==> src/rtl/util_sequences_inserter_pkg.sv <==
// rtl/util_sequences_inserter_pkg.sv - shared state encodings and helpers for the sequence utilities
package util_sequences_inserter_pkg;

  // Framing FSM encodings, shared by the inserter, the detector and their benches
  localparam logic [1:0] ST_IDLE    = 2'd0;
  localparam logic [1:0] ST_SEQ     = 2'd1;
  localparam logic [1:0] ST_PAYLOAD = 2'd2;

  // Counter width for a modulo-n index; a count of 1 still needs a 1-bit register
  function automatic int idx_width(input int n);
    return (n > 1) ? $clog2(n) : 1;
  endfunction

endpackage

==> src/rtl/util_sequences_inserter.sv <==
// rtl/util_sequences_inserter.sv - prepends a fixed sync sequence to every FRAME_LEN-beat payload frame
module util_sequences_inserter
  import util_sequences_inserter_pkg::*;
#(
  parameter int TDATA_WIDTH   = 8,
  parameter int SEQUENCES_LEN = 4,
  parameter logic [TDATA_WIDTH*SEQUENCES_LEN-1:0] SEQUENCES_PACK = '0,
  parameter int FRAME_LEN     = 16
) (
  input  logic                   clk,
  input  logic                   rstn,
  input  logic                   en,
  input  logic                   s_axis_tvalid,
  input  logic [TDATA_WIDTH-1:0] s_axis_tdata,
  output logic                   s_axis_tready,
  output logic                   m_axis_tvalid,
  output logic [TDATA_WIDTH-1:0] m_axis_tdata,
  input  logic                   m_axis_tready,
  output logic                   m_axis_tlast,
  output logic [31:0]            frame_cnt,
  output logic                   busy
);

  localparam int SEQ_W = idx_width(SEQUENCES_LEN);
  localparam int PAY_W = idx_width(FRAME_LEN);
  localparam logic [SEQ_W-1:0] SEQ_LAST = SEQ_W'(SEQUENCES_LEN - 1);
  localparam logic [PAY_W-1:0] PAY_LAST = PAY_W'(FRAME_LEN - 1);

  logic [1:0]             state_q, state_d;
  logic [SEQ_W-1:0]       seq_idx_q, seq_idx_d;
  logic [PAY_W-1:0]       pay_idx_q, pay_idx_d;
  logic                   m_tvalid_q, m_tvalid_d;
  logic [TDATA_WIDTH-1:0] m_tdata_q, m_tdata_d;
  logic                   m_tlast_q, m_tlast_d;
  logic [31:0]            frame_cnt_q, frame_cnt_d;

  logic                   load;
  logic [TDATA_WIDTH-1:0] seq_elems [SEQUENCES_LEN];
  logic [TDATA_WIDTH-1:0] seq_elem;

  // Unpack the sequence parameter; element 0 sits in the least significant slice
  for (genvar g = 0; g < SEQUENCES_LEN; g++) begin : g_unpack
    assign seq_elems[g] = SEQUENCES_PACK[g*TDATA_WIDTH +: TDATA_WIDTH];
  end

  // The output register may take a new beat when it is empty or being drained
  assign load          = en && (!m_tvalid_q || m_axis_tready);
  assign s_axis_tready = (state_q == ST_PAYLOAD) && load;

  assign m_axis_tvalid = m_tvalid_q;
  assign m_axis_tdata  = m_tdata_q;
  assign m_axis_tlast  = m_tlast_q;
  assign frame_cnt     = frame_cnt_q;
  assign busy          = (state_q != ST_IDLE);

  // Sequence element selected by seq_idx, written as a compare-mux so any length indexes safely
  always_comb begin
    seq_elem = '0;
    for (int i = 0; i < SEQUENCES_LEN; i++) begin
      if (seq_idx_q == SEQ_W'(i)) seq_elem = seq_elems[i];
    end
  end

  // Framing FSM next state and output register load
  always_comb begin
    state_d     = state_q;
    seq_idx_d   = seq_idx_q;
    pay_idx_d   = pay_idx_q;
    m_tvalid_d  = m_tvalid_q;
    m_tdata_d   = m_tdata_q;
    m_tlast_d   = m_tlast_q;
    frame_cnt_d = frame_cnt_q;

    if (!en) begin
      // Abandon any partial frame; the next enable restarts at sequence element 0
      state_d    = ST_IDLE;
      seq_idx_d  = '0;
      pay_idx_d  = '0;
      m_tvalid_d = 1'b0;
      m_tlast_d  = 1'b0;
    end else begin
      if (m_tvalid_q && m_axis_tready && m_tlast_q) frame_cnt_d = frame_cnt_q + 32'd1;

      case (state_q)
        ST_IDLE: begin
          state_d = ST_SEQ;
        end
        ST_SEQ: begin
          if (load) begin
            m_tdata_d  = seq_elem;
            m_tvalid_d = 1'b1;
            m_tlast_d  = 1'b0;
            if (seq_idx_q == SEQ_LAST) begin
              seq_idx_d = '0;
              state_d   = ST_PAYLOAD;
            end else begin
              seq_idx_d = seq_idx_q + 1'b1;
            end
          end
        end
        ST_PAYLOAD: begin
          if (load) begin
            if (s_axis_tvalid) begin
              m_tdata_d  = s_axis_tdata;
              m_tvalid_d = 1'b1;
              m_tlast_d  = (pay_idx_q == PAY_LAST);
              if (pay_idx_q == PAY_LAST) begin
                pay_idx_d = '0;
                state_d   = ST_SEQ;
              end else begin
                pay_idx_d = pay_idx_q + 1'b1;
              end
            end else begin
              // Source starved: emit a bubble rather than repeat the previous beat
              m_tvalid_d = 1'b0;
            end
          end
        end
        default: begin
          state_d = ST_IDLE;
        end
      endcase
    end
  end

  // State and output registers with asynchronous active-low reset
  always_ff @(posedge clk or negedge rstn) begin
    if (!rstn) begin
      state_q     <= ST_IDLE;
      seq_idx_q   <= '0;
      pay_idx_q   <= '0;
      m_tvalid_q  <= 1'b0;
      m_tdata_q   <= '0;
      m_tlast_q   <= 1'b0;
      frame_cnt_q <= '0;
    end else begin
      state_q     <= state_d;
      seq_idx_q   <= seq_idx_d;
      pay_idx_q   <= pay_idx_d;
      m_tvalid_q  <= m_tvalid_d;
      m_tdata_q   <= m_tdata_d;
      m_tlast_q   <= m_tlast_d;
      frame_cnt_q <= frame_cnt_d;
    end
  end

endmodule

==> config.mk <==
export PLATFORM = sky130hd
export DESIGN_NAME = util_sequences_inserter
export DESIGN_NICKNAME = d
export VERILOG_FILES = /design/src/rtl/util_sequences_inserter_pkg.sv /design/src/rtl/util_sequences_inserter.sv
export SDC_FILE = /design/constraint.sdc
export NUM_CORES = 1
export LEC_CHECK = 0
export ABC_AREA = 1
export CAP_MARGIN = 20
export CORE_MARGIN = 1.5
export CORE_UTILIZATION = 33
export CTS_CLUSTER_DIAMETER = 100
export DETAILED_ROUTE_END_ITERATION = 7
export MAX_ROUTING_LAYER = met4
export SLEW_MARGIN = 20
export SYNTH_ARGS = -nofsm -noshare
export SYNTH_HDL_FRONTEND = slang
export SYNTH_SLANG_ARGS = --single-unit
==> constraint.sdc <==
create_clock -name clk -period 2.2 [get_ports clk]
set_clock_uncertainty 0.05 [all_clocks]
set_input_delay 0.44 -clock clk [delete_from_list [all_inputs] [get_ports clk]]
set_output_delay 0.44 -clock clk [all_outputs]
set_load 0.005 [all_outputs]
==> flow_metrics.py <==
# Physical implementation metrics
metrics = {
    "logic_synthesis": {
        "synth.distinct_cells": 25,
        "synth-adder-area-share_pct": 1.404,
        "synthesis.area_um2": 2673,
        "topCellsByArea": "dfrtp_1 (47%), nand2_1 (16%), nand3_1 (6.2%)",
        "synth.top_cell.area_share_pct": 46.82,
        "largest_area_cell": "dfrtp_1",
        "synthTopCellsByCount": "nand2_1 (111), dfrtp_1 (50), nor2_1 (43)",
        "synth_cells": 345,
        "yosysMostFrequentCell": "nand2_1",
        "synthAoiAreaFrac_pct": 2.715,
        "synthTopLogicFamily": "simple AND/OR/NAND/NOR gates",
        "yosys_area_um2": 2673,
    },
    "die": {
        "die_w_um": 92.99,
        "ios": 57,
        "die_area_um2": 8647,
        "fp_util_pct": 34.41,
        "coreArea_um2": 7767,
    },
    "setup_path": {
        "arrival_ps": 1440,
        "required_ps": 1710,
    },
    "layout": {
        "buf_share_pct": 17.65,
        "largest_cell_class": "registers",
        "inv_count": 41,
        "layoutNonFillerInstCount": 515,
        "synthToLayoutAreaGrowth_pct": 31.27,
        "fill_cells": 797,
        "seq_cell_count": 50,
        "antenna_cells": 0,
    },
    "clocking": {
        "clockRootBuffer": "clkbuf_8",
        "htreeDepth": 2,
        "cts_buffers": 5,
    },
    "detailed_routing": {
        "drt_iter0_markers": 84,
        "drtAntennaViolNets": 0,
        "met3_length_um": 164,
    },
    "power_and_ir_drop": {
        "p_leak_nw": 1.612,
        "max-vdd-ir-drop_uv": 429.4,
        "power_mw": 2.343,
    },
    "global_route": {
        "grt_overflow_total": 0,
        "first_global_vias": 2169,
        "track_usage_pct": 15.52,
        "grt-busiest-layer": "met2",
    },
    "flow_run": {
        "warnings": 26,
        "drv_cap": 0,
    },
    "sta": {
        "layout_setup_ws_ps": 270.9,
        "finalCritPeriodShare_pct": 87.69,
        "setup_viol": 0,
        "worst_pin_slew_ps": 531.5,
        "max_freq_mhz": 518.4,
    },
    "status": {
        "outcome": "finished clean",
    },
}
## final timing paths
kind	cells past startpoint	slack, ps	end	start
min	1	50	m_axis_tdata[3]$_DFFE_PN0P_	rstn
max	6	270	s_axis_tready	m_axis_tready
max reg2reg	8	550	frame_cnt[28]$_DFFE_PN0P_	frame_cnt[0]$_DFFE_PN0P_
max in group asynchronous	2	1490	frame_cnt[3]$_DFFE_PN0P_	rstn
min reg2reg	2	440	m_axis_tdata[2]$_DFFE_PN0P_	m_axis_tdata[2]$_DFFE_PN0P_
min in group clk	2	440	m_axis_tdata[2]$_DFFE_PN0P_	m_axis_tdata[2]$_DFFE_PN0P_
## logic make-up (layout without fill, tap and decap cells)
| logic type | Yosys count | count (layout) |
|---|---|---|
| AND-OR/OR-AND | 14 | 14 |
| flip-flops | 50 | 50 |
| AND/OR/NAND/NOR | 214 | 214 |
| XOR/XNOR | 20 | 20 |
| adder cells (fa/ha/maj) | 3 | 3 |
| buffers and inverters | 44 | 112 |
## where the power goes
group	internal, mW	switching (mW)
Sequential	1.03	0.0754
Clock	0.335	0.310
Combinational	0.297	0.292
Total	1.67	0.678
## cells in the final DEF, fill, tap and decap left out, types with 5 or more instances in the layout
| cell | count |
|---|---|
| nor2_1 | 43 |
| clkbuf_8 | 5 |
| xnor2_1 | 10 |
| xor2_1 | 10 |
| nand3_1 | 33 |
| nand2_1 | 111 |
| o21ai_0 | 9 |
| clkdlybuf4s50_1 | 54 |
| dfrtp_1 | 50 |
| nand3b_1 | 5 |
| inv_1 | 40 |
| buf_4 | 6 |
| nand4_1 | 8 |
## worst max-delay path, cell delays in order
cell and delay, ps:
clkdlybuf4s50_1 490, inv_1 40, nand2_1 70, inv_1 70, nor2_1 100, dlygate4sd2_1 230
**Signal wires on met3**

(4 px per um)
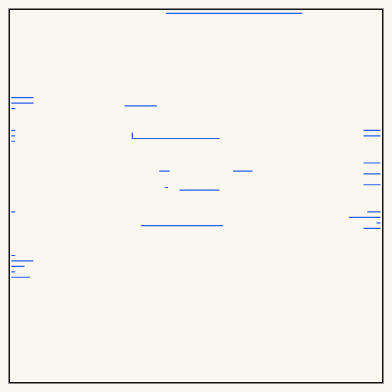
share of all routed wire	2.7%
nets with wire on the layer	26
main direction	horizontal
wire length on this layer	164 um
longest straight run	33.8 um
routed wire length: 6169 um
Vias: 2354
M3 GR Usage: 2.683%

**Cell outlines without signal wires**

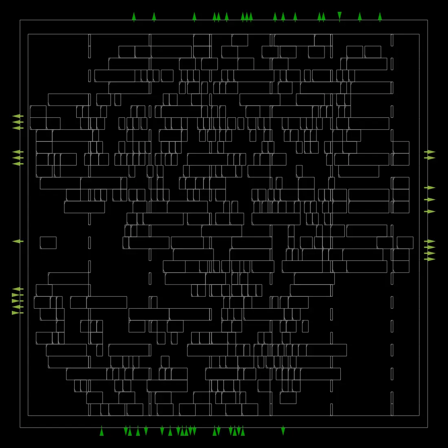
tap cells: 102
Seq area share: 35.66%

**Sequential cells grouped by signal name**

(6 px per um) Other sequential cells in the stronger grey, the rest of the logic in the fainter grey.
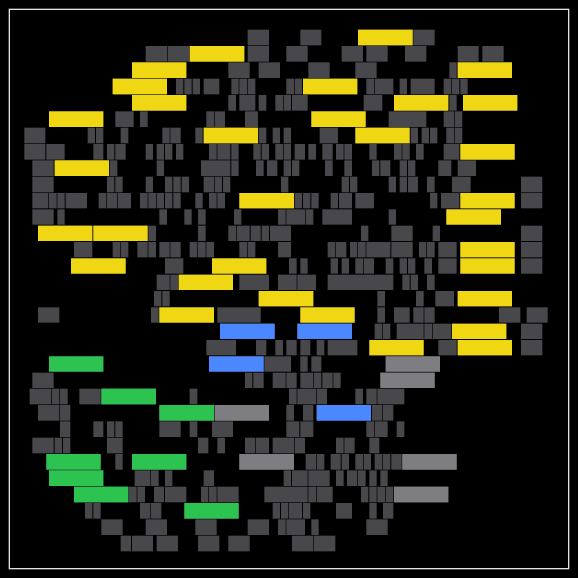
netlist name	colour	placed flops
`frame_cnt`	yellow	32
`pay_idx_q`	blue	4
`m_axis_tdata`	green	8
not coloured	6
seq pwr: 1.11 mW
FF+latch area: 1251 um^2
Post-Route Utilization: 45.17%

Power and IR drop assume default switching activity.
